### config.mk
export PLATFORM = sky130hd
export DESIGN_NAME = rx_byte_assembler
export DESIGN_NICKNAME = d
export VERILOG_FILES = /design/src/rtl/uart_pkg.sv /design/src/rtl/rx_fifo.sv /design/src/rtl/rx_byte_assembler.sv
export SDC_FILE = /design/constraint.sdc
export NUM_CORES = 1
export LEC_CHECK = 0
export CAP_MARGIN = 20
export CELL_PAD_IN_SITES_DETAIL_PLACEMENT = 1
export CELL_PAD_IN_SITES_GLOBAL_PLACEMENT = 1
export CORE_ASPECT_RATIO = 1.5
export CORE_MARGIN = 1
export CORE_UTILIZATION = 40
export DETAILED_ROUTE_END_ITERATION = 12
export GPL_TIMING_DRIVEN = 0
export PLACE_DENSITY_LB_ADDON = 0.1
export SLEW_MARGIN = 40
export SYNTH_ARGS = -nofsm -noshare
export SYNTH_HDL_FRONTEND = slang
export SYNTH_SLANG_ARGS = --single-unit
### constraint.sdc
create_clock -name clk -period 1.86 [get_ports clk]
set_input_delay 0.279 -clock clk [delete_from_list [all_inputs] [get_ports clk]]
set_output_delay 0.279 -clock clk [all_outputs]
set_load 0.005 [all_outputs]
### src/rtl/uart_pkg.sv
// Purpose : shared constants and the assembler state type for the UART receive path.
// Latency : n/a (declarations only).
// Backpressure : n/a.
package uart_pkg;

    localparam int DATA_BITS = 8;
    // Wide enough to hold a count of 0..DATA_BITS.
    localparam int CNT_W     = $clog2(DATA_BITS + 1);

    typedef enum logic [1:0] {
        IDLE,
        COLLECT,
        WAIT_STOP
    } asm_state_t;

endpackage

### src/rtl/rx_fifo.sv
// Purpose : synchronous first-in-first-out store for received bytes, head shown combinationally.
// Latency : a pushed entry is visible on head the cycle after the push when the FIFO was empty.
// Backpressure : a push while full is ignored unless a pop happens in the same cycle.
//
// Ports: clk, rst_n (async active-low); push/push_data write the tail; pop
// removes the head; full/empty report occupancy; head is the oldest entry.
module rx_fifo #(
    parameter int DEPTH = 4,
    parameter int WIDTH = 8
) (
    input  logic             clk,
    input  logic             rst_n,
    input  logic             push,
    input  logic [WIDTH-1:0] push_data,
    input  logic             pop,
    output logic             full,
    output logic             empty,
    output logic [WIDTH-1:0] head
);

    localparam int AW = $clog2(DEPTH);
    localparam logic [AW:0] PTR_ONE = (AW + 1)'(1);

    // Pointers carry one extra wrap bit so full and empty are distinguishable.
    logic [AW:0]      wr_ptr;
    logic [AW:0]      rd_ptr;
    logic [WIDTH-1:0] mem [DEPTH];
    logic             do_push;
    logic             do_pop;

    assign empty   = (wr_ptr == rd_ptr);
    assign full    = (wr_ptr[AW] != rd_ptr[AW]) && (wr_ptr[AW-1:0] == rd_ptr[AW-1:0]);
    assign do_pop  = pop && !empty;
    // When full, the slot being written is the one being popped this cycle.
    assign do_push = push && (!full || do_pop);
    assign head    = mem[rd_ptr[AW-1:0]];

    always_ff @(posedge clk or negedge rst_n) begin
        if (!rst_n) begin
            wr_ptr <= '0;
            rd_ptr <= '0;
            for (int i = 0; i < DEPTH; i++) begin
                mem[i] <= '0;
            end
        end else begin
            if (do_push) begin
                mem[wr_ptr[AW-1:0]] <= push_data;
                wr_ptr              <= wr_ptr + PTR_ONE;
            end
            if (do_pop) begin
                rd_ptr <= rd_ptr + PTR_ONE;
            end
        end
    end

endmodule

### src/rtl/rx_byte_assembler.sv
// Purpose : assembles LSB-first UART data bits into bytes and stores good frames for the host.
// Latency : data_out_valid rises the cycle after done when storage was empty.
// Backpressure : valid/ready pop; a good byte arriving to full storage (no same-cycle pop) is dropped and flags overrun_err.
//
// Ports: clk, rst_n (async active-low); bit_ready/rx_bit deliver data bits;
// done ends a frame, framing_err marks a bad stop bit; err_clr clears the
// sticky frame_err/overrun_err; data_out/data_out_valid/data_out_ready is the
// host side. Macro UART_RX_FIFO_EN selects a FIFO_DEPTH-entry FIFO instead of
// the single holding register.
module rx_byte_assembler
    import uart_pkg::*;
#(
    parameter int FIFO_DEPTH = 4
) (
    input  logic                 clk,
    input  logic                 rst_n,
    input  logic                 bit_ready,
    input  logic                 rx_bit,
    input  logic                 done,
    input  logic                 framing_err,
    input  logic                 err_clr,
    input  logic                 data_out_ready,
    output logic [DATA_BITS-1:0] data_out,
    output logic                 data_out_valid,
    output logic                 frame_err,
    output logic                 overrun_err
);

    localparam logic [CNT_W-1:0] CNT_ONE  = CNT_W'(1);
    localparam logic [CNT_W-1:0] CNT_LAST = CNT_W'(DATA_BITS - 1);

    asm_state_t           state_q, state_d;
    logic [CNT_W-1:0]     cnt_q, cnt_d;
    logic [DATA_BITS-1:0] shift_q, shift_d;
    logic                 push;
    logic                 frame_set;
    logic                 pop;
    logic                 full;
    logic                 push_ok;
    logic                 overrun_set;

    // ---------------- frame FSM ----------------
    always_ff @(posedge clk or negedge rst_n) begin
        if (!rst_n) begin
            state_q <= IDLE;
            cnt_q   <= '0;
            shift_q <= '0;
        end else begin
            state_q <= state_d;
            cnt_q   <= cnt_d;
            shift_q <= shift_d;
        end
    end

    always_comb begin
        state_d   = state_q;
        cnt_d     = cnt_q;
        shift_d   = shift_q;
        push      = 1'b0;
        frame_set = 1'b0;
        // done outranks a coincident bit_ready; a short frame is simply dropped.
        if (done) begin
            state_d = IDLE;
            cnt_d   = '0;
            shift_d = '0;
            if (state_q == WAIT_STOP) begin
                if (framing_err) begin
                    frame_set = 1'b1;
                end else begin
                    push = 1'b1;
                end
            end
        end else if (bit_ready) begin
            case (state_q)
                IDLE: begin
                    state_d = COLLECT;
                    shift_d = {rx_bit, {(DATA_BITS - 1){1'b0}}};
                    cnt_d   = CNT_ONE;
                end
                COLLECT: begin
                    shift_d = {rx_bit, shift_q[DATA_BITS-1:1]};
                    cnt_d   = cnt_q + CNT_ONE;
                    if (cnt_q == CNT_LAST) begin
                        state_d = WAIT_STOP;
                    end
                end
                default: ;  // WAIT_STOP ignores extra bits until done
            endcase
        end
    end

    // ---------------- storage ----------------
    assign pop         = data_out_valid && data_out_ready;
    assign push_ok     = push && (!full || pop);
    assign overrun_set = push && !push_ok;

`ifdef UART_RX_FIFO_EN
    logic fifo_empty;

    rx_fifo #(
        .DEPTH (FIFO_DEPTH),
        .WIDTH (DATA_BITS)
    ) u_rx_fifo (
        .clk       (clk),
        .rst_n     (rst_n),
        .push      (push),
        .push_data (shift_q),
        .pop       (pop),
        .full      (full),
        .empty     (fifo_empty),
        .head      (data_out)
    );

    assign data_out_valid = !fifo_empty;
`else
    logic [DATA_BITS-1:0] hold_dat;
    logic                 hold_vld;

    // FIFO_DEPTH has no effect on the single-register build.
    if (FIFO_DEPTH > 0) begin : g_depth_unused
    end

    assign full           = hold_vld;
    assign data_out       = hold_dat;
    assign data_out_valid = hold_vld;

    always_ff @(posedge clk or negedge rst_n) begin
        if (!rst_n) begin
            hold_dat <= '0;
            hold_vld <= 1'b0;
        end else if (push_ok) begin
            hold_dat <= shift_q;
            hold_vld <= 1'b1;
        end else if (pop) begin
            hold_vld <= 1'b0;
        end
    end
`endif

    // ---------------- sticky error flags (set beats clear) ----------------
    always_ff @(posedge clk or negedge rst_n) begin
        if (!rst_n) begin
            frame_err   <= 1'b0;
            overrun_err <= 1'b0;
        end else begin
            if (frame_set) begin
                frame_err <= 1'b1;
            end else if (err_clr) begin
                frame_err <= 1'b0;
            end
            if (overrun_set) begin
                overrun_err <= 1'b1;
            end else if (err_clr) begin
                overrun_err <= 1'b0;
            end
        end
    end

endmodule

**Port wiring**

Drawn at 6 px/µm.
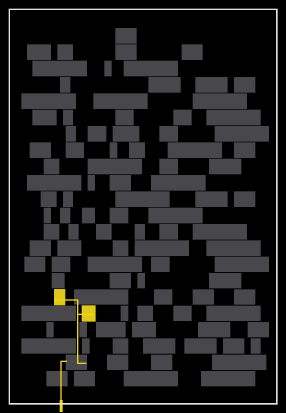
port	color	direction	end cells	buffers	wire
err_clr	yellow	input	2	1	26.2 µm
I/O pin count: 19
buffers added on ports: 18

**The clock network**

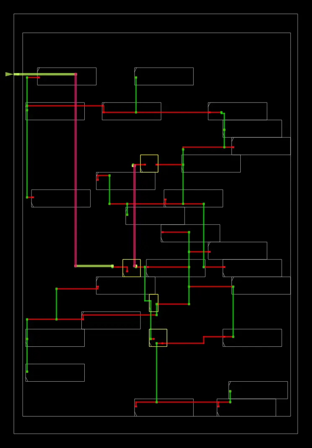
clock latency on the worst-skew pair: 0.32 ns
Worst Clk Skew: 0.00595 ns
P_clk: 246 µW
Sinks on Clock Net: 25
flip-flops: 25

-- registers in the layout, indices dropped and copies added, names as in the netlist --
name            cells
shift_q             8
state_q             2
cnt_q               4
frame_err           1
data_out            8
data_out_valid      1
overrun_err         1
-- metal layers --
| metal | routed length [µm] | GRT usage | part of all wire |
|---|---|---|---|
| met5 | 0 | 0 | 0 |
| met4 | 45 | 0.102 | 0.023 |
| met3 | 38 | 0.0247 | 0.019 |
| met2 | 1060 | 0.270 | 0.53 |
| met1 | 842 | 0.194 | 0.43 |
-- report_power, final --
group	internal, mW	switching, mW	total (mW)
sequential	0.549	0.00663	0.556
combinational	0.0260	0.0315	0.0575
clock	0.0839	0.162	0.246
-- cells by family (layout without fill, tap and decap cells) --
family | after synthesis | count (layout)
AOI/OAI and AO/OA | 16 | 16
adders and majority gates | 1 | 1
buffers and inverters | 7 | 30
DFF | 25 | 25
muxes | 12 | 12
and+or+nand+nor | 17 | 17
-- cell usage in the layout (no fill, tap or decap), types with 2 or more instances in the layout --
master,synthesis,routed
nor2_1,3,3
nor3_1,2,2
nor3b_1,3,3
o21ai_0,3,3
mux2i_1,2,2
inv_1,3,3
mux2_2,2,2
clkdlybuf4s50_1,0,17
mux2_4,8,8
dfrtp_1,25,25
a22o_1,8,8
clkbuf_4,0,3
nand2_1,2,2
buf_2,3,4
and3b_1,2,2
-- how the worst min path moves through the flow --
| stage | startpoint | endpoint | slack [ns] |
|---|---|---|---|
| after global placement | shift_q[0] | shift_q[0] | 0.49 |
| after global routing | rst_n | data_out[4] | 0.50 |
| after detailed placement | rst_n | data_out[0] | 0.30 |
| final | rst_n | shift_q[0] | 0.46 |
| after floorplan | rst_n | cnt_q[0] | -0.02 |
| after CTS | rst_n | data_out[4] | 0.47 |
-- stage by stage --
step	worst slack (ns)	power, mW	cell area (µm²)
2_1_floorplan	0.539	0.589	1080
3_3_place_gp	0.0662	0.623	1300
3_5_place_dp	0.0684	0.624	1300
4_1_cts	0.343	0.871	1330
5_1_grt	0.240	0.902	1330
6_report	0.355	0.859	1330
-- final cells by class --
type | count | area share
well taps | 36 | 0.0338
multi-input cells | 46 | 0.310
clock buffers | 4 | 0.0197
flip-flops and latches | 25 | 0.469
plain buffers | 4 | 0.0197
inverters | 3 | 0.00845
repair buffers | 19 | 0.139
==> metrics.yaml <==
dp.cells: 132
slew_headroom: 0.619
clockBufferDepth: 2
crit_start: "data_out[1]"
drv_cap: 0
ff_type: "dfrtp_1"
grt_max_degree: 26
async_reset_ff_frac: 1.00
netlist_top_cells_area: "dfrtp_1 58%, mux2_4 11%, a22o_1 6.5%"
grt_overflow_total: 0
postLayoutCoreUtil: 0.532
crit_family: "buffers and inverters"
ir_drop_uv: 401
warnings: 26
period_needed_ns: 1.51
nNetsFinal: 111
cp.depth: 1
synth-adder-area-share: 0.0116
area_growth_pct: 23.8
min_period_over_period: 0.809
die_h_um: 65.5
synthesis.nets: 87
grt_pass1_vias: 749
yosysTopAreaCell: "dfrtp_1"
logic_family: "multiplexers"
numCtsBuffers: 3
rows: 22
wl_per_cell_um: 14.5
grtUsageTotal: 0.164
antenna-diode-count: 0
netlist_area_um2: 1080
comb_area_um2: 413
ys_seq_share: 0.581
worstSetupEndpoint: "data_out[1]"
crit_chain: "clkdlybuf4s50_1"
detail_route.drc_violations: 0
powerDensity_nw_per_um2: 645
firstDrtPassIters: 3
fin_tns_setup_ns: 0
drt_iter0_drc: 8
dieArea_um2: 2910
mux_share: 0.151
cp.required_ns: 1.58
hold_class: "primary input to asynchronous set/reset pin"
htree_levels: 1
synthXorXnorAreaFrac: 0
synth_cells: 78
routed_wl_um: 1980
grt_antenna_before_repair: 0
finalHoldViolCount: 0
cp_max_fo: 2
worstMarginPinSlew_ns: 0.570
clk_pin_slew_worst_paths_ns: 0.14
ctsHoldBuffers: 1
cts-root-buf: "clkbuf_4"
ys_cells: 78
drive_gt1_frac: 0.188
fillers: 262
rsz0062_at_grt: "false"
ys.flops: 25
grt_pass1_wl_um: 3450
synth.distinct_cells: 25
synth-edff-count: 0
fp.dieW_um: 44.4
fmax_mhz: 664
antenna_left: 0
synthAoiAreaFrac: 0.113
reg2reg_to: "cnt_q[3]"
status: "finished, final reports clean"
r2r_setup_slack_ns: 0.38
cp.buffers_inverters: 1
endpoint_kind: "primary output"
top_cell_area_share: 0.581
fp_util: 0.430
crit_arrival_ns: 1.23
hold_ws_ns: 0.457
worstSetupStartpointType: "register"
vias: 710
place_congestion: 0.709
crit_slowest_cell: "clkdlybuf4s50_1"
synth.top_cells.by_count: "25 x dfrtp_1, 8 x a22o_1, 8 x mux2_4"
cts_tree: "yes"
ys_area_um2: 1080
final_cells: 137
dpl.hpwl_um: 1360
Power is estimated from default activity; no workload was simulated.
